==> config.mk <==
export PLATFORM = sky130hd
export DESIGN_NAME = pc_sched
export DESIGN_NICKNAME = d
export VERILOG_FILES = /design/src/rtl/pc_sched_pkg.sv /design/src/rtl/pc_sched_timer.sv /design/src/rtl/pc_sched.sv
export SDC_FILE = /design/constraint.sdc
export NUM_CORES = 1
export LEC_CHECK = 0
export CORE_AREA = 2 2 97 99
export CTS_BUF_LIST = sky130_fd_sc_hd__clkbuf_4
export CTS_CLUSTER_DIAMETER = 200
export CTS_CLUSTER_SIZE = 20
export DETAILED_ROUTE_END_ITERATION = 7
export DIE_AREA = 0 0 99 101
export PLACE_DENSITY = 0.87
export SLEW_MARGIN = 30
export SYNTH_ARGS = -nofsm -noshare
export SYNTH_HDL_FRONTEND = slang
export SYNTH_SLANG_ARGS = --single-unit
export TNS_END_PERCENT = 10
==> constraint.sdc <==
create_clock -name clk -period 2.1 [get_ports clk]
set_input_delay 0.21 -clock clk [delete_from_list [all_inputs] [get_ports clk]]
set_output_delay 0.21 -clock clk [all_outputs]
set_load 0.02 [all_outputs]
Fig. 1: run 1, where the registers sit
Scale bar: 20 um. Other sequential cells in the stronger grey, the rest of the logic in the fainter grey.
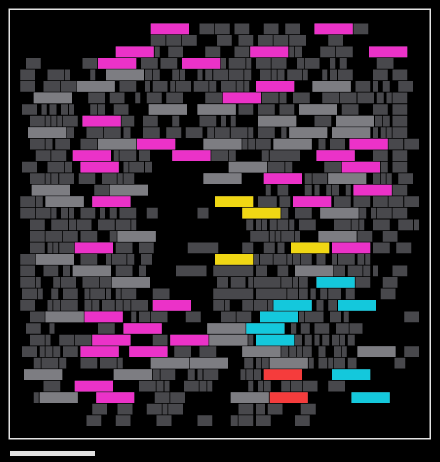
- str_cnt: yellow (sequential cells 4; where middle)
- u_timer.cnt: cyan (sequential cells 8; where bottom right)
- hold_flag_o: red (sequential cells 2)
- jump_addr_o: magenta (sequential cells 32; where all over the die)
- not coloured: 40
Seq area share: 37.0%
register area: 2150 um^2
Core Util, Final: 64.7%
Seq group: 2.71 mW

Fig. 2: run 1, clock nets
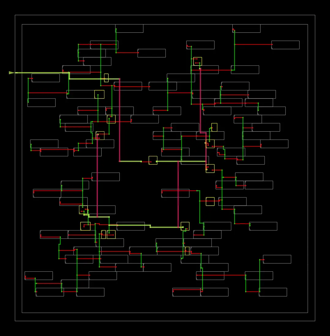
clk_buf instances: 9
clock-net power: 0.798 mW
Clock Sinks: 86

Fig. 3: run 1, wiring heat map
The die is cut into 20 by 20 equal tiles; dark purple is low, yellow is high, scaled to the fullest tile. Values are wire area over tile area, all layers added.
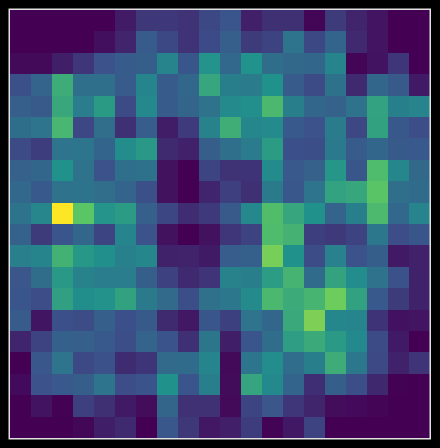
- emptiest ninth of the die: bottom left
- mean over tiles: 0.16
- fullest tile: 0.55
- nearly empty tiles: 9.8%
Total Routing Usage GR: 20.2%
routed wire length: 9870 um
DR WL/cell: 15.2 um
vias: 3503

==> notes.md, run 1 <==
yosys + openroad results -> Die Y 101 um, initial antenna violation count 0, leakage 2.64 nW, die area 10000 um^2, met2 routed WL 5120 um, cycle use final 87.8%, synth cell count leaders dfrtp_1 (86), o21ai_0 (72), inv_1 (41), worst path cell trace ha_1, and3_1, nand4_1, a2111oi_0, a32o_1, core area 8980 um^2, count of final hold-check violations 0, Post-Syn Nets 497, Top cell area share 48.5%, Slew @ Worst Pin 0.570 ns, Vias/cell 5.41, Pwr top registers, Die X 99 um, R2R Setup Slk 0.26 ns, Setup TNS Final 0 ns, layout cells sized above 1 12.8%, GRT met1 Usage 24.3%, Critical Path Stages 5, IO Count 112, final net count 608, Worst Skew 0.0123 ns, grt ovf 0, CP Max Fanout 6, DRT Pass-1 Iters 4, Row Count 35, MUX share of area 23.7%, CTS buffer count 9, crit path DRT 2.46 ns, final std cells w/o fill 648, Port-buffer cells 110, maximum VDD drop 644 uV, Crit Path Category flip-flop to flip-flop, Buf+Inv Stages, Crit Path 0, Synth flops 86, H-tree levels 3, cell taking the most area after synthesis dfrtp_1, Synth top cell by count dfrtp_1, register share of total power 45.6%, dpl hpwl 7210 um, Root Driver clkbuf_4, # Cells Yosys 421, Crit path largest cell delay 0.47 ns, Top Family by Delay on Critical Path AND-OR/OR-AND gates, switching power 2.05 mW, Combinational Power Share 41.0%, vias in the first global route 3588, first-pass GRT wire length 16300 um, cell area after synthesis 4430 um^2, R2R depth 5, Post-synth top flop dfrtp_1, status completed, Inserted Diodes 0, Top cells excl fill/tap clkdlybuf4s50_1 (107), dfrtp_1 (86), o21ai_0 (72), OpenROAD warning count 27, Post-synth EDFFs 0, Pint 3.90 mW, Max Cap Viol 0, combinational power 2.44 mW, largest net degree at the start of global routing 49, asr flop ratio synth 100%, global routing's busiest layer met2, number of max-slew violations in the final report 0, CTS tree built, biggest area cells dfrtp_1 (49%), mux2_2 (8.9%), o21ai_0 (8.1%), floorplan utilization 49.4%, Logic family by area multiplexers, commonest non-fill, non-tap cell in the layout clkdlybuf4s50_1, Slew HR 61.5%, Setup violations, final 0, crit end category flip-flop, YS warnings 0, post-synth cell types 44, AO/OA Area Share 12.2%, Switching Fraction 34.5%, placed cells 631, clk ins delay skew pair 0.42 ns, Post-CTS Setup Repair Bufs 0, area grow syn2layout 31.0%, yosys simple share 7.90%, CP max-delay cell dfrtp_1, unrepaired setup endpoints after global routing false, Max clock buf depth 2
[run 1: layout make-up]
| cell class | count | area (um^2) |
|---|---|---|
| Sequential cell | 86 | 2150 |
| Inverter | 41 | 154 |
| Timing Repair Buffer | 124 | 1250 |
| Clock inverter | 7 | 41.3 |
| Fill cell | 713 | 3170 |
| Multi-Input combinational cell | 270 | 2010 |
| Tap cell | 111 | 139 |
| Clock buffer | 9 | 67.6 |
[run 1: metrics by stage]
step	worst slack [ns]	utilization (%)	hold WS [ns]	total power [mW]	cell area, um^2
floorplan	0.253	-	-0.0856	4.03	4430
global placement	0.256	63.4	0.211	5.09	5690
detailed placement	0.225	63.4	0.217	5.22	5690
CTS	0.260	64.7	0.276	6.02	5810
global route	0.130	64.7	0.287	6.32	5810
finish	0.257	64.7	0.287	5.95	5810
Fig. 4: run 1, placement density heat map
Scale bar: 20 um. The die is cut into 10 by 10 equal tiles; dark purple is low, yellow is high, 0 to 100% covered.
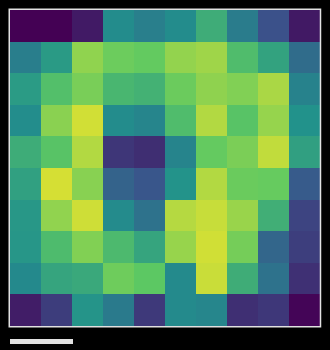

==> run 2: changes to the inputs <==
Settings changed: RECOVER_POWER set to 100, SLEW_MARGIN 30 to unset.
Fig. 5: run 2, placement density heat map
Scale bar: 20 um. The die is cut into 10 by 10 equal tiles; dark purple is low, yellow is high, 0 to 100% covered.
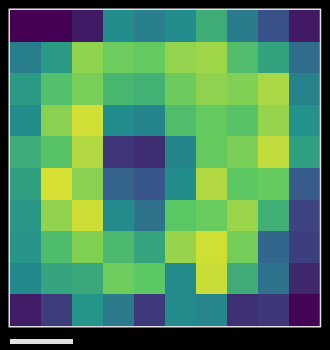
- mean over tiles: 56%
- tiles over 75% full: 32%
- fullest tile: 94%
- nearly empty tiles: 3.0%
core area: 8980 um^2
floorplan utilization: 49.4%
Core Util, Final: 64.2%

Fig. 6: run 2, wiring heat map
The die is cut into 20 by 20 equal tiles; dark purple is low, yellow is high, scaled to the fullest tile. Values are wire area over tile area, all layers added.
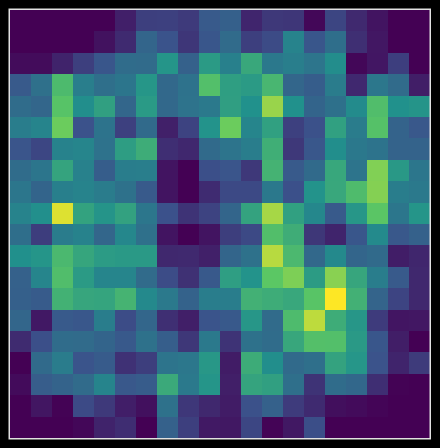
- tiles over half the peak: 23%
- mean over tiles: 0.16
- emptiest ninth of the die: bottom left
- nearly empty tiles: 9.8%
- fullest tile: 0.47
DR WL/cell: 15.2 um
vias: 3521

Fig. 7: run 2, clock nets
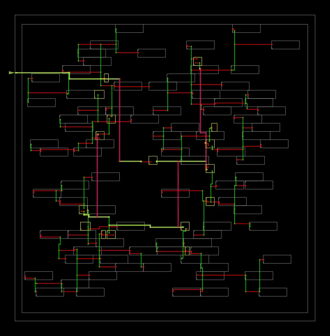
clk ins delay skew pair: 0.43 ns
CTS buffer count: 9

==> run 2 against run 1 <==
  * Via count grew 0.51%
  * Sequential cell count is the same
  * Core utilization shrank 0.56 points
  * Clock power is essentially flat
  * Register-to-register slack lost 0.06 ns
  * Clock-buffer cell count is the same
==> notes.md, run 2 <==
yosys + openroad results -> crit end category flip-flop (unchanged), vias in the first global route 3588 (unchanged), cycle use final 90.8% (was 87.8%), Comb gates 270 (unchanged), Combinational Power Share 39.7% (was 41.0%), register share of total power 46.6% (was 45.6%), DRT Pass-1 Iters 4 (unchanged), dpl hpwl 7210 um (unchanged), Die Y 101 um (unchanged), clk_buf instances 9 (unchanged), first-pass GRT wire length 16300 um (unchanged), Non-clock inverters 41 (unchanged), unrepaired setup endpoints after global routing false (unchanged), switching power 2.03 mW (was 2.05 mW), Pint 3.76 mW (was 3.90 mW), Crit Path Category flip-flop to flip-flop (unchanged), Top cell area share 48.5% (unchanged), status completed (unchanged), H-tree levels 3 (unchanged), AO/OA Area Share 12.2% (unchanged), total power 5.79 mW (was 5.95 mW), register area 2150 um^2 (unchanged), synth cell count leaders dfrtp_1 (86), o21ai_0 (72), inv_1 (41) (unchanged), Slew @ Worst Pin 0.941 ns (was 0.570 ns), Min Hold Slack 0.307 ns (was 0.287 ns), commonest non-fill, non-tap cell in the layout dfrtp_1 (was clkdlybuf4s50_1), Logic area 1990 um^2 (was 2010 um^2), yosys simple share 7.90% (unchanged), OpenROAD warning count 27 (unchanged), grt ovf 0 (unchanged), CP max-delay cell dfrtp_1 (unchanged), bufs w/o clock 124 (unchanged), Worst Skew 0.0144 ns (was 0.0123 ns), MUX share of area 23.7% (unchanged), tap cells 111 (unchanged), cell area after synthesis 4430 um^2 (unchanged), Top cells excl fill/tap dfrtp_1 (86), o21ai_0 (72), clkdlybuf4s50_1 (68) (was clkdlybuf4s50_1 (107), dfrtp_1 (86), o21ai_0 (72)), Synth flops 86 (unchanged), CP Max Fanout 20 (was 6), Largest area class, layout flip-flops and latches (unchanged), count of final hold-check violations 0 (unchanged), area grow syn2layout 29.9% (was 31.0%), R2R Setup Slk 0.19 ns (was 0.26 ns), flip-flops 86 (unchanged), largest net degree at the start of global routing 49 (unchanged), Switching Fraction 35.1% (was 34.5%), Total Routing Usage GR 20.2% (unchanged), Non-clock buffer share 21.1% (was 21.4%), fraction of area in multi-input gates 34.6% (about the same), Root Driver clkbuf_4 (unchanged), Placed Area 5690 um^2 (unchanged), Max Cap Viol 0 (unchanged), Seq area share 37.4% (was 37.0%), biggest area cells dfrtp_1 (49%), mux2_2 (8.9%), o21ai_0 (8.1%) (unchanged), final net count 608 (unchanged), Slew HR 37.3% (was 61.5%), routed wire length 9880 um (was 9870 um), Final Instance Area 5760 um^2 (was 5810 um^2), Crit path largest cell delay 0.45 ns (was 0.47 ns), cell taking the most area after synthesis dfrtp_1 (unchanged), Post-synth EDFFs 0 (unchanged), pre-CTS WS 0.225 ns (unchanged)
[run 2: metal layers]
metal / vias to the layer above / GRT usage (%) / share of wire, %
met2: 104 / 36.3 / 52
met4: 0 / 6.32 / 1.3
met5: - / 0 / 0
met3: 12 / 4.51 / 5.2
li1: 1678 / - / -
met1: 1727 / 24.3 / 41
[run 2: power by group through the flow]
stage               registers, mW  logic, mW  clock network [mW]
floorplan                    3.08      0.948                   0
global placement             2.71       2.38                   0
detailed placement           2.75       2.47                   0
CTS                          2.71       2.47               0.835
global route                 2.78       2.49               0.889
finish                       2.70       2.30               0.798
[run 2: what timing repair did]
item	CTS	global route
hold endpoints to repair	38	0
setup buffers	0	0
hold buffers	1	0
Power is estimated from default activity; no workload was simulated.
